**Run 1: sequential cells colored by netlist name**

Drawn at 8 px/um. Other sequential cells in the stronger gray, the rest of the logic in the fainter gray.
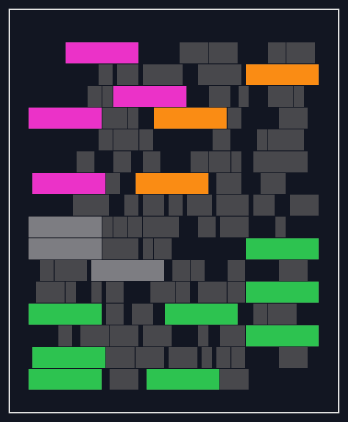
**Run 1: placed standard cells**

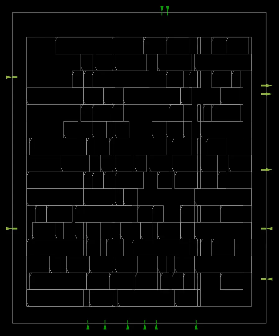
**Run 1: the metal 3 layer**

Drawn at 6 px/um. Cells faint in the background.
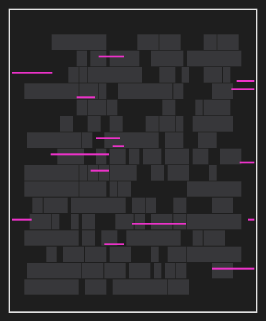
**Run 1: cell classes on the final placement**

Drawn at 10 px/um.
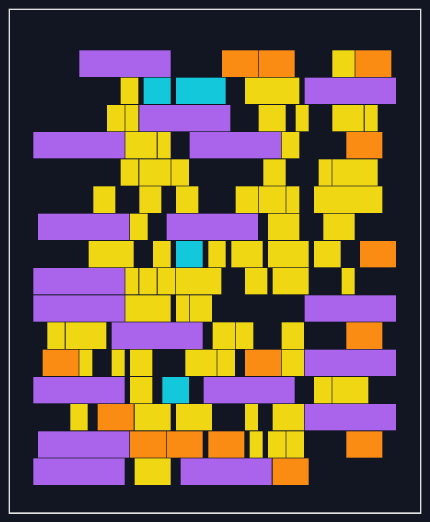
[src/rtl/fifo_uart_tx.sv]
// fifo_uart_tx: drains a byte FIFO through a two-cycle read strobe and shifts
// each byte out as a UART 8N1 frame, back-to-back while data and enable remain.
module fifo_uart_tx #(
  parameter int CLKS_PER_BIT = 16
) (
  input  logic       clk,
  input  logic       rst_n,
  input  logic       tx_en,
  input  logic       empty,
  input  logic [7:0] rd_data,
  output logic       rd_fifo,
  output logic       tx,
  output logic       busy
);
  localparam int BW = $clog2(CLKS_PER_BIT);
  localparam logic [BW-1:0] BAUD_MAX = BW'(CLKS_PER_BIT - 1);
  typedef enum logic [2:0] {IDLE, REQ, FETCH, START, DATA, STOP} state_t;
  state_t r_state, w_next;
  logic [7:0] r_shreg;
  logic [BW-1:0] r_baud_cnt;
  logic [2:0] r_bit_idx;
  logic w_bit_done, w_go;
  assign w_bit_done = r_baud_cnt == BAUD_MAX;
  assign w_go = tx_en & ~empty;
  always_ff @(posedge clk or negedge rst_n)
    if (!rst_n) r_state <= IDLE;
    else        r_state <= w_next;
  always_comb begin
    w_next = r_state;
    case (r_state)
      IDLE:    w_next = w_go ? REQ : IDLE;
      REQ:     w_next = FETCH;
      FETCH:   w_next = START;
      START:   w_next = w_bit_done ? DATA : START;
      DATA:    w_next = (w_bit_done && r_bit_idx == 3'd7) ? STOP : DATA;
      STOP:    w_next = w_bit_done ? (w_go ? REQ : IDLE) : STOP;
      default: w_next = IDLE;
    endcase
  end
  // The baud counter only runs while a frame is on the line; FETCH leaves it cleared.
  always_ff @(posedge clk or negedge rst_n)
    if (!rst_n) begin
      r_shreg    <= '0;
      r_baud_cnt <= '0;
      r_bit_idx  <= '0;
    end else begin
      r_baud_cnt <= (r_state inside {START, DATA, STOP}) ? (w_bit_done ? '0 : r_baud_cnt + 1'b1) : '0;
      if (r_state == FETCH) r_shreg <= rd_data;
      else if (r_state == DATA && w_bit_done) r_shreg <= r_shreg >> 1;
      if (r_state == FETCH) r_bit_idx <= '0;
      else if (r_state == DATA && w_bit_done) r_bit_idx <= r_bit_idx + 3'd1;
    end
  always_comb begin
    rd_fifo = r_state == REQ || r_state == FETCH;
    tx      = r_state == START ? 1'b0 : r_state == DATA ? r_shreg[0] : 1'b1;
    busy    = r_state != IDLE;
  end
endmodule

[config.mk]
export PLATFORM = sky130hd
export DESIGN_NAME = fifo_uart_tx
export DESIGN_NICKNAME = d
export VERILOG_FILES = /design/src/rtl/fifo_uart_tx.sv
export SDC_FILE = /design/constraint.sdc
export NUM_CORES = 1
export LEC_CHECK = 0
export CORE_ASPECT_RATIO = 1.25
export CORE_MARGIN = 2
export CORE_UTILIZATION = 55
export DETAILED_ROUTE_END_ITERATION = 12
export PLACE_DENSITY = 0.78
export SLEW_MARGIN = 20
export SYNTH_ARGS = -nofsm -noshare
export SYNTH_HDL_FRONTEND = slang
export SYNTH_SLANG_ARGS = --single-unit
export TNS_END_PERCENT = 100
[constraint.sdc]
create_clock -name clk -period 3.7 [get_ports clk]
set_input_delay 0.555 -clock clk [delete_from_list [all_inputs] [get_ports clk]]
set_output_delay 0.555 -clock clk [all_outputs]
set_load 0.05 [all_outputs]
==> run_summary.xml, run 1 <==
<?xml version="1.0" encoding="UTF-8"?>
<metrics>
  <group name="floorplanning">
    <metric name="starting_density_of_the_core" unit="%">59.5</metric>
    <metric name="dieWidth" unit="um">41.0</metric>
    <metric name="die.size.y" unit="um">50.2</metric>
    <metric name="die_area" unit="sq mm">0.00206</metric>
  </group>
  <group name="placement">
    <metric name="placed_area" unit="sq mm">0.00108</metric>
    <metric name="place.gp.congestion" unit="">0.684</metric>
    <metric name="detailed_place_hpwl" unit="um">1370</metric>
  </group>
  <group name="cts">
    <metric name="clock_sink_count" unit="">18</metric>
    <metric name="post_cts.resized_instances" unit="">0</metric>
    <metric name="h_tree_depth" unit="">1</metric>
    <metric name="cts_hold_buffers" unit="">0</metric>
    <metric name="cts_buffer_depth" unit="">2</metric>
    <metric name="worst_setup_hold_path_clk_slew" unit="ps">100</metric>
    <metric name="clock_insertion_delay_worst_skew" unit="ps">310</metric>
  </group>
  <group name="route">
    <metric name="num_vias" unit="">759</metric>
    <metric name="total_drc_errors_in_the_routed_layout" unit="">0</metric>
    <metric name="wl" unit="um">1930</metric>
    <metric name="first_iter_violations" unit="">18</metric>
    <metric name="detail-route-antenna-nets" unit="">0</metric>
    <metric name="vias_per_cell" unit="">6.27</metric>
  </group>
  <group name="yosys">
    <metric name="seq_area_frac_synth" unit="%">47.9</metric>
    <metric name="yosys-stat-area" unit="sq um">941</metric>
    <metric name="most_common_cell" unit="">dfrtp_1</metric>
    <metric name="syn_area_per_cell" unit="sq um">10.5</metric>
    <metric name="post_synth_inst_count" unit="">90</metric>
    <metric name="post_synth_instance_area" unit="sq um">941</metric>
    <metric name="yosysTopAreaCell" unit="">dfrtp_1</metric>
    <metric name="synthArstFlopShare" unit="%">100</metric>
    <metric name="count_of_warnings_emitted_by_yosys" unit="">0</metric>
    <metric name="synth.top_cells.by_area" unit="">dfrtp_1 48%, a221o_1 4.3%, ha_1 4.0%</metric>
    <metric name="ys_dominant_reg_cell" unit="">dfrtp_1</metric>
    <metric name="netlist_top_cells_count" unit="">18 x dfrtp_1, 6 x a21oi_1, 5 x and3_1, 5 x nand2_1, 5 x nor2_1</metric>
    <metric name="synth_cell_type_count" unit="">36</metric>
  </group>
  <group name="finish">
    <metric name="n_fill_cell" unit="">122</metric>
    <metric name="syn2layout_area_growth" unit="%">18.4</metric>
    <metric name="insertedDiodeCount" unit="">0</metric>
    <metric name="final_net_count" unit="">119</metric>
  </group>
  <group name="grt">
    <metric name="grt.overflow.total" unit="">0</metric>
    <metric name="via_count_of_the_first_global_routing_pass" unit="">768</metric>
    <metric name="grt_first_pass_wirelength" unit="um">3300</metric>
    <metric name="antenna_violations_before_repair" unit="">0</metric>
    <metric name="pin_count_of_the_biggest_net_entering_global_routing" unit="">19</metric>
  </group>
  <group name="timing">
    <metric name="tightest_slew" unit="ps">841</metric>
    <metric name="rsz_0062_raised_after_global_routing" unit="">false</metric>
    <metric name="timing.final.crit_share" unit="%">74.7</metric>
    <metric name="skew" unit="ps">5.81</metric>
    <metric name="tns" unit="ps">0</metric>
    <metric name="slew_headroom" unit="%">43.8</metric>
    <metric name="setup_failing_eps_final" unit="">0</metric>
    <metric name="report.final.slew_viol_count" unit="">0</metric>
  </group>
  <group name="setup_path">
    <metric name="timing_worst_setup_path_type" unit="">reg -&gt; out</metric>
    <metric name="end_kind" unit="">primary output</metric>
    <metric name="max_stage_delay" unit="ps">710</metric>
    <metric name="critPathTopFamily" unit="">buffers and inverters</metric>
    <metric name="cp_max_fanout" unit="">14</metric>
    <metric name="cp.buffers_inverters" unit="">1</metric>
  </group>
  <group name="power_and_ir_drop">
    <metric name="cellPowerDensity" unit="mW/mm^2">675</metric>
    <metric name="max-vdd-ir-drop" unit="uV">386</metric>
  </group>
  <group name="outcome">
    <metric name="result_of_the_run" unit="">completed</metric>
  </group>
</metrics>
Notes on 'sequential cells colored by netlist name' above:
| color | name in the netlist | flops |
|---|---|---|
| magenta | r_baud_cnt | 4 |
| green | r_shreg | 8 |
| orange | r_state | 3 |
not colored: 3
end-of-flow core utilization: 70.4%
share of the final layout cell area in sequential cells: 40.4%
footprint of the flip-flops and latches: 450 sq um
flip-flop and latch power: 0.335 mW

Notes on 'placed standard cells' above:
number of well-tap cells placed: 18
number of flip-flops and latches: 18

Notes on 'the metal 3 layer' above:
share of all routed wire: 3.2%
longest straight run: 9.40 um
nets with wire on the layer: 12

Notes on 'cell classes on the final placement' above:
| color | class | cells | share of their area |
|---|---|---|---|
| yellow | combinational and other logic | 67 | 43% |
| purple | sequential cells | 18 | 41% |
| orange | remaining buffers and delay cells | 14 | 13% |
| cyan | clock drivers and dummy loads | 4 | 3.3% |
FP Rows: 16
final design instance area without fill: 0.00111 sq mm
Core Area: 0.00158 sq mm

## run 1: power by group
group          total (mW)  internal [mW]  switching, mW
Combinational       0.292          0.134          0.158
Clock               0.125         0.0602         0.0648
Sequential          0.335          0.268         0.0673
## run 1: cell usage in the layout, fill, tap and decap left out, types with 2 or more instances in the layout
master and n:
o21ai_1 4, dfrtp_1 18, nand2b_1 2, xnor2_1 2
ha_1 3, clkdlybuf4s50_1 14, nor3_1 2, a31oi_1 2
and3_1 5, nand3_1 3, o32ai_1 2, inv_1 3
clkbuf_4 3, o21ai_0 2, a221o_1 4, nor2_1 5
nand2_1 5, a21oi_1 6
## run 1: through the flow
| stage | setup slack [ps] | utilization (%) | hold slack (ps) | instances | power (mW) |
|---|---|---|---|---|---|
| floorplan | 1580 | - | 259 | 90 | 0.551 |
| global placement | 1330 | 68.1 | 481 | 117 | 0.620 |
| detailed placement | 1280 | 68.1 | 495 | 117 | 0.632 |
| CTS | 917 | 70.4 | 510 | 121 | 0.756 |
| global route | 801 | 70.4 | 542 | 121 | 0.808 |
| finish | 937 | 70.4 | 510 | 121 | 0.752 |
## run 1: sequential cells by signal, indices dropped and copies added (netlist names)
signal and count:
r_baud_cnt 4, r_bit_idx 3, r_shreg 8, r_state 3
## run 1: worst reg2reg max path, cell delays in order, from the launching register on
cell and delay (ps):
dfrtp_1 620, nor3b_2 570, a21oi_2 150, a221o_1 330
## run 1: area by class of cell
class / instances / area, sq um / area share (%)
multi-input cells: 64 / 453 / 40.7
repair buffers: 14 / 140 / 12.6
inverters: 3 / 11.3 / 1.01
clock buffers: 4 / 36.3 / 3.26
flip-flops and latches: 18 / 450 / 40.4
well taps: 18 / 22.5 / 2.02
## run 1: per-layer routing
metal	vias to the layer above	GRT usage (%)	part of all wire (%)
met5	-	0	0
li1	358	-	-
met2	18	36.2	51
met4	0	13.9	2.3
met1	378	30.7	43
met3	5	3.10	3.2
## run 1: worst paths after layout
kind                                               from                 endpoint  slack (ps)  depth (start not counted)
min in group asynchronous                         rst_n   r_shreg[0]$_DFFE_PN0P_         720                          1
max in group asynchronous                         rst_n  r_baud_cnt[3]$_DFF_PN0_        2460                          1
worst max-delay path               r_state[2]$_DFF_PN0_                       tx         940                          3
worst min-delay path            r_baud_cnt[0]$_DFF_PN0_  r_baud_cnt[0]$_DFF_PN0_         510                          1
worst min register to register  r_baud_cnt[0]$_DFF_PN0_  r_baud_cnt[0]$_DFF_PN0_         510                          1
worst max register to register     r_state[1]$_DFF_PN0_   r_shreg[5]$_DFFE_PN0P_        1930                          3
## run 1: cells by family after synthesis
family          share of synthesized area [%]
simple gates                             21.1
compound gates                           19.9
flops                                    47.9
buf+inv                                  3.99
fa+ha+maj                                3.99
xor+xnor                                 1.86
mux                                      1.20
**Run 1: cells by drive strength**

Drawn at 8 px/um.
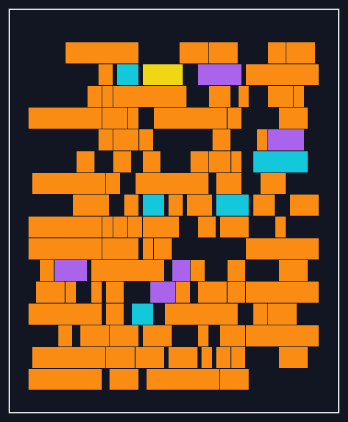

==> run 1 -> run 2 <==
--- a/config.mk
+++ b/config.mk
@@ -7,9 +7,9 @@
 export LEC_CHECK = 0
 export CORE_ASPECT_RATIO = 1.25
 export CORE_MARGIN = 2
-export CORE_UTILIZATION = 55
+export CORE_UTILIZATION = 46
 export DETAILED_ROUTE_END_ITERATION = 12
-export PLACE_DENSITY = 0.78
+export PLACE_DENSITY = 0.69
 export SLEW_MARGIN = 20
 export SYNTH_ARGS = -nofsm -noshare
 export SYNTH_HDL_FRONTEND = slang
==> constraint.sdc (replaced) <==
create_clock -name clk -period 2.25 [get_ports clk]
set_input_delay 0.3375 -clock clk [delete_from_list [all_inputs] [get_ports clk]]
set_output_delay 0.3375 -clock clk [all_outputs]
set_load 0.05 [all_outputs]
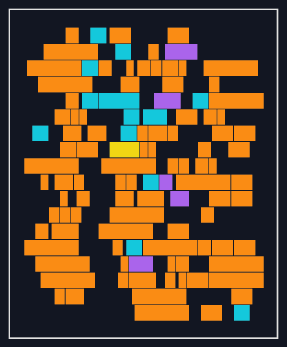
**Above:** run 2 (cells by drive strength).
Drawn at 6 px/um.
| color | size | cells | share |
|---|---|---|---|
| yellow | _6 and larger | 1 | 0.92% |
| cyan | _3 and _4 cells | 13 | 12% |
| purple | _2 cells | 5 | 4.6% |
| orange | _0 and _1 cells | 90 | 83% |

==> run_summary.xml, run 2 <==
<?xml version="1.0" encoding="UTF-8"?>
<metrics>
  <group name="finish">
    <metric name="reg_top3" unit="">r_shreg: 8 flops, r_baud_cnt: 4 flops</metric>
    <metric name="syn2layout_area_growth" unit="%">22.9</metric>
    <metric name="final_net_count" unit="">125</metric>
    <metric name="most_frequently_placed_logic_cells_in_the_final_layout" unit="">18 x dfrtp_1, 12 x clkdlybuf4s50_1, 8 x buf_4, 6 x a21oi_1</metric>
    <metric name="fin_cells" unit="">129</metric>
    <metric name="largest_reg_flops" unit="">8</metric>
    <metric name="utilization" unit="%">59.0</metric>
    <metric name="layout.cells.most_common" unit="">dfrtp_1</metric>
  </group>
  <group name="setup_path">
    <metric name="cp_max_fanout" unit="">2</metric>
    <metric name="cp-startpoint" unit="">r_state[2]$_DFF_PN0_</metric>
    <metric name="worst_r2r_path_depth" unit="">4</metric>
    <metric name="worstReg2RegStart" unit="">r_baud_cnt[0]$_DFF_PN0_</metric>
    <metric name="end_kind" unit="">primary output</metric>
  </group>
  <group name="route">
    <metric name="vias_per_cell" unit="">5.83</metric>
    <metric name="route.layer.met1.wl" unit="um">870</metric>
    <metric name="total_drc_errors_in_the_routed_layout" unit="">0</metric>
    <metric name="first_iter_violations" unit="">10</metric>
    <metric name="num_vias" unit="">752</metric>
    <metric name="detail-route-antenna-nets" unit="">0</metric>
    <metric name="met3_wire_len" unit="um">83</metric>
    <metric name="detailroute.wirelength.met2" unit="um">1030</metric>
    <metric name="routed.top_layer" unit="">met4</metric>
  </group>
  <group name="yosys">
    <metric name="synth_adder_area_share" unit="%">3.99</metric>
    <metric name="count_of_warnings_emitted_by_yosys" unit="">0</metric>
    <metric name="post_synth_instance_area" unit="sq um">941</metric>
    <metric name="seq_area_frac_synth" unit="%">47.9</metric>
    <metric name="synth.top_cells.by_area" unit="">dfrtp_1 48%, a221o_1 4.3%, ha_1 4.0%</metric>
    <metric name="synth_cell_type_count" unit="">36</metric>
    <metric name="post_synth_inst_count" unit="">90</metric>
    <metric name="yosys-stat-area" unit="sq um">941</metric>
    <metric name="netlist_logic_family_top" unit="">simple AND/OR/NAND/NOR gates</metric>
    <metric name="synth_xor_xnor_area_share" unit="%">1.86</metric>
    <metric name="synthAoiAreaFrac" unit="%">19.9</metric>
    <metric name="netlist_top_cells_count" unit="">18 x dfrtp_1, 6 x a21oi_1, 5 x and3_1, 5 x nand2_1, 5 x nor2_1</metric>
    <metric name="yosysTopAreaCell" unit="">dfrtp_1</metric>
  </group>
  <group name="cts">
    <metric name="post_cts.resized_instances" unit="">0</metric>
    <metric name="cts_hold_buffers" unit="">0</metric>
    <metric name="h_tree_depth" unit="">1</metric>
    <metric name="clock_sink_count" unit="">18</metric>
    <metric name="cts_buffer_depth" unit="">2</metric>
  </group>
  <group name="floorplanning">
    <metric name="dieWidth" unit="um">44.5</metric>
    <metric name="coreArea" unit="sq mm">0.00196</metric>
    <metric name="die.size.y" unit="um">54.6</metric>
    <metric name="rows" unit="">18</metric>
    <metric name="starting_density_of_the_core" unit="%">48.0</metric>
    <metric name="die_area" unit="sq mm">0.00243</metric>
  </group>
  <group name="placement">
    <metric name="place.gp.congestion" unit="">0.758</metric>
    <metric name="detailed_place_hpwl" unit="um">1400</metric>
  </group>
  <group name="power_and_ir_drop">
    <metric name="cellPowerDensity" unit="mW/mm^2">1080</metric>
    <metric name="total_power" unit="mW">1.25</metric>
  </group>
  <group name="timing">
    <metric name="setup_failing_eps_final" unit="">0</metric>
    <metric name="timing.final.crit_share" unit="%">92.6</metric>
    <metric name="report.final.slew_viol_count" unit="">0</metric>
    <metric name="skew" unit="ps">6.67</metric>
  </group>
  <group name="grt">
    <metric name="pin_count_of_the_biggest_net_entering_global_routing" unit="">19</metric>
    <metric name="antenna_violations_before_repair" unit="">0</metric>
    <metric name="grt_first_pass_wirelength" unit="um">3330</metric>
    <metric name="grt.overflow.total" unit="">0</metric>
  </group>
  <group name="outcome">
    <metric name="result_of_the_run" unit="">completed</metric>
  </group>
</metrics>
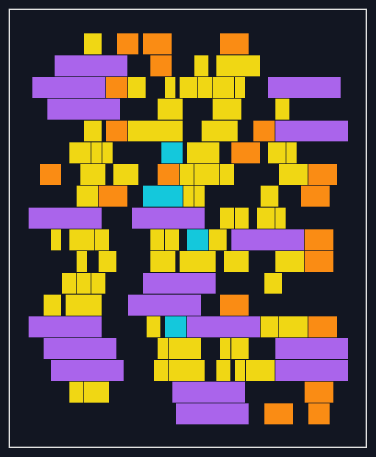
**Above:** run 2 (cell classes on the final placement).
Drawn at 8 px/um.
| color | class | cells | share of their area |
|---|---|---|---|
| cyan | clock drivers and dummy loads | 4 | 3.2% |
| purple | sequential cells | 18 | 40% |
| yellow | combinational and other logic | 67 | 41% |
| orange | remaining buffers and delay cells | 20 | 16% |

-- run 2: where the power goes --
| part | leakage (nW) | switching [mW] | internal, mW |
|---|---|---|---|
| sequential | 0.218 | 0.0752 | 0.441 |
| clock | 0.0210 | 0.101 | 0.0986 |
| combinational | 0.292 | 0.301 | 0.237 |
-- run 2: per-layer routing --
layer | up-vias | global-route usage [%]
met1 | 362 | 22.9
met2 | 15 | 34.6
met3 | 4 | 4.29
met4 | 0 | 9.09
met5 | - | 0
li1 | 371 | -
-- run 2: final cells by class --
type / count / area, sq um
sequential: 18 / 450
timing repair buffer: 20 / 180
inverter: 3 / 11.3
fill: 183 / 803
clock buffer: 4 / 36.3
tap: 20 / 25.0
multi-input combinational: 64 / 453
-- run 2: metrics by stage --
stage,hold slack (ps),cell area (sq um),worst slack (ps)
6_report,362,1160,167
5_1_grt,373,1160,120
4_1_cts,366,1160,155
3_5_place_dp,494,1120,495
3_3_place_gp,487,1120,503
2_1_floorplan,41.9,941,351
-- run 2: worst paths after layout --
kind	end	slack (ps)
min in group clk	r_baud_cnt[0]$_DFF_PN0_	510
setup / recovery	busy	170
hold reg to reg	r_baud_cnt[0]$_DFF_PN0_	510
hold / removal	r_shreg[4]$_DFFE_PN0P_	360
setup reg to reg	r_shreg[4]$_DFFE_PN0P_	500
max in group asynchronous	r_baud_cnt[0]$_DFF_PN0_	1690
-- run 2: cell families after synthesis --
logic type | Yosys count
AND/OR/NAND/NOR | 32
adder cells (fa/ha/maj) | 3
multiplexers | 1
flip-flops | 18
XOR/XNOR | 2
buffers and inverters | 8
AND-OR/OR-AND | 26
-- run 2: critical path: cells and delay by family (launching register included) --
kind,cells,cell delay [ps]
buf+inv,1,700
flops,1,380
simple gates,1,360
**Run 2: sequential cells colored by netlist name**

Drawn at 6 px/um. Other sequential cells in the stronger gray, the rest of the logic in the fainter gray.
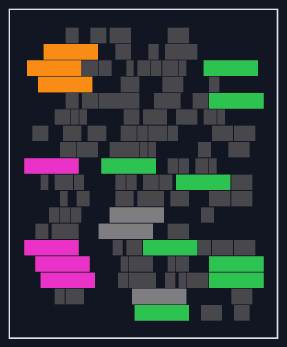

==> run 2 -> run 3 <==
--- a/config.mk
+++ b/config.mk
@@ -10,6 +10,7 @@
 export CORE_UTILIZATION = 46
 export DETAILED_ROUTE_END_ITERATION = 12
 export PLACE_DENSITY = 0.69
+export RECOVER_POWER = 100
 export SLEW_MARGIN = 20
 export SYNTH_ARGS = -nofsm -noshare
 export SYNTH_HDL_FRONTEND = slang
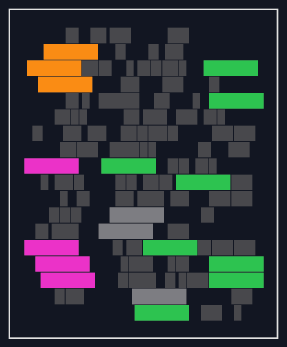
**Above:** run 3 (sequential cells colored by netlist name).
Drawn at 6 px/um. Other sequential cells in the stronger gray, the rest of the logic in the fainter gray.
| color | name in the netlist | flops |
|---|---|---|
| green | r_shreg | 8 |
| magenta | r_baud_cnt | 4 |
| orange | r_state | 3 |
not colored: 3
end-of-flow core utilization: 57.6%
flip-flop and latch power: 0.517 mW
share of the final layout cell area in sequential cells: 39.9%

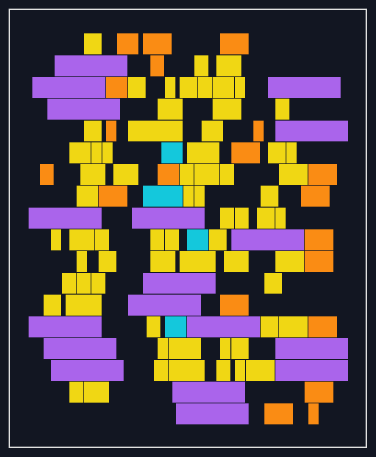
**Above:** run 3 (cell classes on the final placement).
Drawn at 8 px/um.
| color | class | cells | share of their area |
|---|---|---|---|
| cyan | clock drivers and dummy loads | 4 | 3.3% |
| purple | sequential cells | 18 | 41% |
| yellow | combinational and other logic | 67 | 41% |
| orange | remaining buffers and delay cells | 20 | 15% |
FP Rows: 18
final design instance area without fill: 0.00113 sq mm
Core Area: 0.00196 sq mm

==> run_summary.xml, run 3 <==
<?xml version="1.0" encoding="UTF-8"?>
<metrics>
  <group name="power_and_ir_drop">
    <metric name="p_sw_share" unit="%">38.8</metric>
    <metric name="total_power" unit="mW">1.22</metric>
    <metric name="share_clk_of_total_power" unit="%">16.3</metric>
    <metric name="pwr-share-comb" unit="%">41.4</metric>
    <metric name="power_report.internal_total" unit="mW">0.747</metric>
    <metric name="power.share.sequential" unit="%">42.4</metric>
    <metric name="power.switching" unit="mW">0.473</metric>
    <metric name="power.leakage" unit="nW">0.509</metric>
    <metric name="cellPowerDensity" unit="mW/mm^2">1080</metric>
  </group>
  <group name="yosys">
    <metric name="count_of_warnings_emitted_by_yosys" unit="">0</metric>
    <metric name="most_common_cell" unit="">dfrtp_1</metric>
    <metric name="synthArstFlopShare" unit="%">100</metric>
    <metric name="seq_area_frac_synth" unit="%">47.9</metric>
    <metric name="yosys-stat-area" unit="sq um">941</metric>
    <metric name="yosysTopAreaCell" unit="">dfrtp_1</metric>
    <metric name="synth_cell_type_count" unit="">36</metric>
    <metric name="post_synth_inst_count" unit="">90</metric>
    <metric name="synth.top_cells.by_area" unit="">dfrtp_1 48%, a221o_1 4.3%, ha_1 4.0%</metric>
    <metric name="post_synth_instance_area" unit="sq um">941</metric>
    <metric name="netlist_top_cells_count" unit="">18 x dfrtp_1, 6 x a21oi_1, 5 x and3_1, 5 x nand2_1, 5 x nor2_1</metric>
  </group>
  <group name="flow_run">
    <metric name="drv.max_cap_violation_count" unit="">0</metric>
    <metric name="warning_count" unit="">26</metric>
  </group>
  <group name="finish">
    <metric name="fin_cells" unit="">129</metric>
    <metric name="syn2layout_area_growth" unit="%">19.9</metric>
    <metric name="n_fill_cell" unit="">189</metric>
    <metric name="drive_gt1_share" unit="%">12.8</metric>
    <metric name="most_frequently_placed_logic_cells_in_the_final_layout" unit="">18 x dfrtp_1, 10 x clkdlybuf4s50_1, 6 x a21oi_1</metric>
    <metric name="layout.cells.most_common" unit="">dfrtp_1</metric>
    <metric name="final_net_count" unit="">125</metric>
    <metric name="insertedDiodeCount" unit="">0</metric>
    <metric name="reg_top3" unit="">r_shreg: 8 flops, r_baud_cnt: 4 flops</metric>
    <metric name="largest_reg_flops" unit="">8</metric>
  </group>
  <group name="timing">
    <metric name="skew" unit="ps">5.66</metric>
    <metric name="timing.final.crit_share" unit="%">94.9</metric>
    <metric name="final.setup.worst_slack" unit="ps">115</metric>
    <metric name="worst_hold_slack" unit="ps">507</metric>
    <metric name="setup_failing_eps_final" unit="">0</metric>
    <metric name="report.final.slew_viol_count" unit="">0</metric>
  </group>
  <group name="route">
    <metric name="wl_per_cell" unit="um">15.5</metric>
    <metric name="vias_per_cell" unit="">5.84</metric>
    <metric name="total_drc_errors_in_the_routed_layout" unit="">0</metric>
    <metric name="wl" unit="um">2000</metric>
    <metric name="first_iter_violations" unit="">17</metric>
    <metric name="num_vias" unit="">754</metric>
    <metric name="detail-route-antenna-nets" unit="">0</metric>
  </group>
  <group name="outcome">
    <metric name="result_of_the_run" unit="">completed</metric>
  </group>
  <group name="cts">
    <metric name="worst_setup_hold_path_clk_slew" unit="ps">100</metric>
    <metric name="clock_insertion_delay_worst_skew" unit="ps">290</metric>
    <metric name="post_cts.resized_instances" unit="">0</metric>
    <metric name="cts_hold_buffers" unit="">0</metric>
    <metric name="h_tree_depth" unit="">1</metric>
    <metric name="clock_sink_count" unit="">18</metric>
    <metric name="cts_buffer_depth" unit="">2</metric>
  </group>
  <group name="setup_path">
    <metric name="cp.arrival" unit="ps">1800</metric>
    <metric name="cp.buffers_inverters" unit="">1</metric>
    <metric name="timing.critical_path.cells" unit="">or3_1 &gt; dlygate4sd3_1</metric>
    <metric name="cp_max_fanout" unit="">2</metric>
    <metric name="timing_worst_setup_path_type" unit="">reg -&gt; out</metric>
    <metric name="end_kind" unit="">primary output</metric>
    <metric name="critPathTopFamily" unit="">buffers and inverters</metric>
  </group>
  <group name="placement">
    <metric name="detailed_place_hpwl" unit="um">1400</metric>
    <metric name="place.gp.congestion" unit="">0.758</metric>
    <metric name="dp_worst_setup_slack" unit="ps">495</metric>
    <metric name="placed_area" unit="sq mm">0.00112</metric>
  </group>
  <group name="floorplanning">
    <metric name="starting_density_of_the_core" unit="%">48.0</metric>
    <metric name="boundaryPins" unit="">15</metric>
    <metric name="die_area" unit="sq mm">0.00243</metric>
    <metric name="dieWidth" unit="um">44.5</metric>
    <metric name="die.size.y" unit="um">54.6</metric>
  </group>
  <group name="grt">
    <metric name="grt_first_pass_wirelength" unit="um">3330</metric>
    <metric name="via_count_of_the_first_global_routing_pass" unit="">711</metric>
    <metric name="pin_count_of_the_biggest_net_entering_global_routing" unit="">19</metric>
    <metric name="antenna_violations_before_repair" unit="">0</metric>
    <metric name="grt.overflow.total" unit="">0</metric>
    <metric name="gr-usage-all-layers" unit="%">19.7</metric>
  </group>
</metrics>
## run 3: cell count changes in the layout (fill, tap and decap cells not counted)
cell,change
dlygate4sd3_1,+2
and2_0,+1
clkbuf_2,+2
a2111oi_2,-1
and2_1,-1
nor3b_1,+1
o21ai_0,+3
nor3b_2,-1
clkdlybuf4s50_1,-2
clkbuf_1,+3
o21ai_1,-3
a2111oi_0,+1
buf_4,-5
## run 3: path summary, 6_finish.rpt
path	start	slack (ps)	depth (start not counted)	end
worst max-delay path	r_state[2]$_DFF_PN0_	120	2	busy
worst min-delay path	r_baud_cnt[0]$_DFF_PN0_	510	1	r_baud_cnt[0]$_DFF_PN0_
worst max register to register	r_state[1]$_DFF_PN0_	300	5	r_shreg[4]$_DFFE_PN0P_
worst min register to register	r_baud_cnt[0]$_DFF_PN0_	510	1	r_baud_cnt[0]$_DFF_PN0_
max in group asynchronous	rst_n	960	2	r_baud_cnt[0]$_DFF_PN0_
min in group asynchronous	rst_n	700	2	r_shreg[4]$_DFFE_PN0P_
## run 3: kinds of logic after synthesis
family / Yosys count / synth area share (%)
AND/OR/NAND/NOR: 32 / 21.1
AND-OR/OR-AND: 26 / 19.9
flip-flops: 18 / 47.9
buffers and inverters: 8 / 3.99
adder cells (fa/ha/maj): 3 / 3.99
XOR/XNOR: 2 / 1.86
multiplexers: 1 / 1.20
## run 3: area by class of cell
| type | count | area, sq um | area share [%] |
|---|---|---|---|
| inverters | 3 | 11.3 | 0.998 |
| flip-flops and latches | 18 | 450 | 39.9 |
| repair buffers | 20 | 164 | 14.5 |
| multi-input cells | 64 | 442 | 39.1 |
| well taps | 20 | 25.0 | 2.22 |
| clock buffers | 4 | 36.3 | 3.22 |
## run 3: routing by layer
metal / track usage, % / routed length (um) / vias to the layer above
met1: 22.9 / 850 / 362
li1: - / - / 369
met3: 4.29 / 98 / 2
met5: 0 / 0 / -
met2: 34.6 / 1040 / 21
met4: 9.09 / 17 / 0
## run 3: power by group through the flow
stage | logic [mW] | clock network, mW | registers (mW)
CTS | 0.546 | 0.204 | 0.515
global route | 0.574 | 0.218 | 0.529
detailed placement | 0.541 | 0 | 0.519
global placement | 0.533 | 0 | 0.514
finish | 0.505 | 0.198 | 0.517
floorplan | 0.398 | 0 | 0.508
Power and IR drop assume default switching activity.
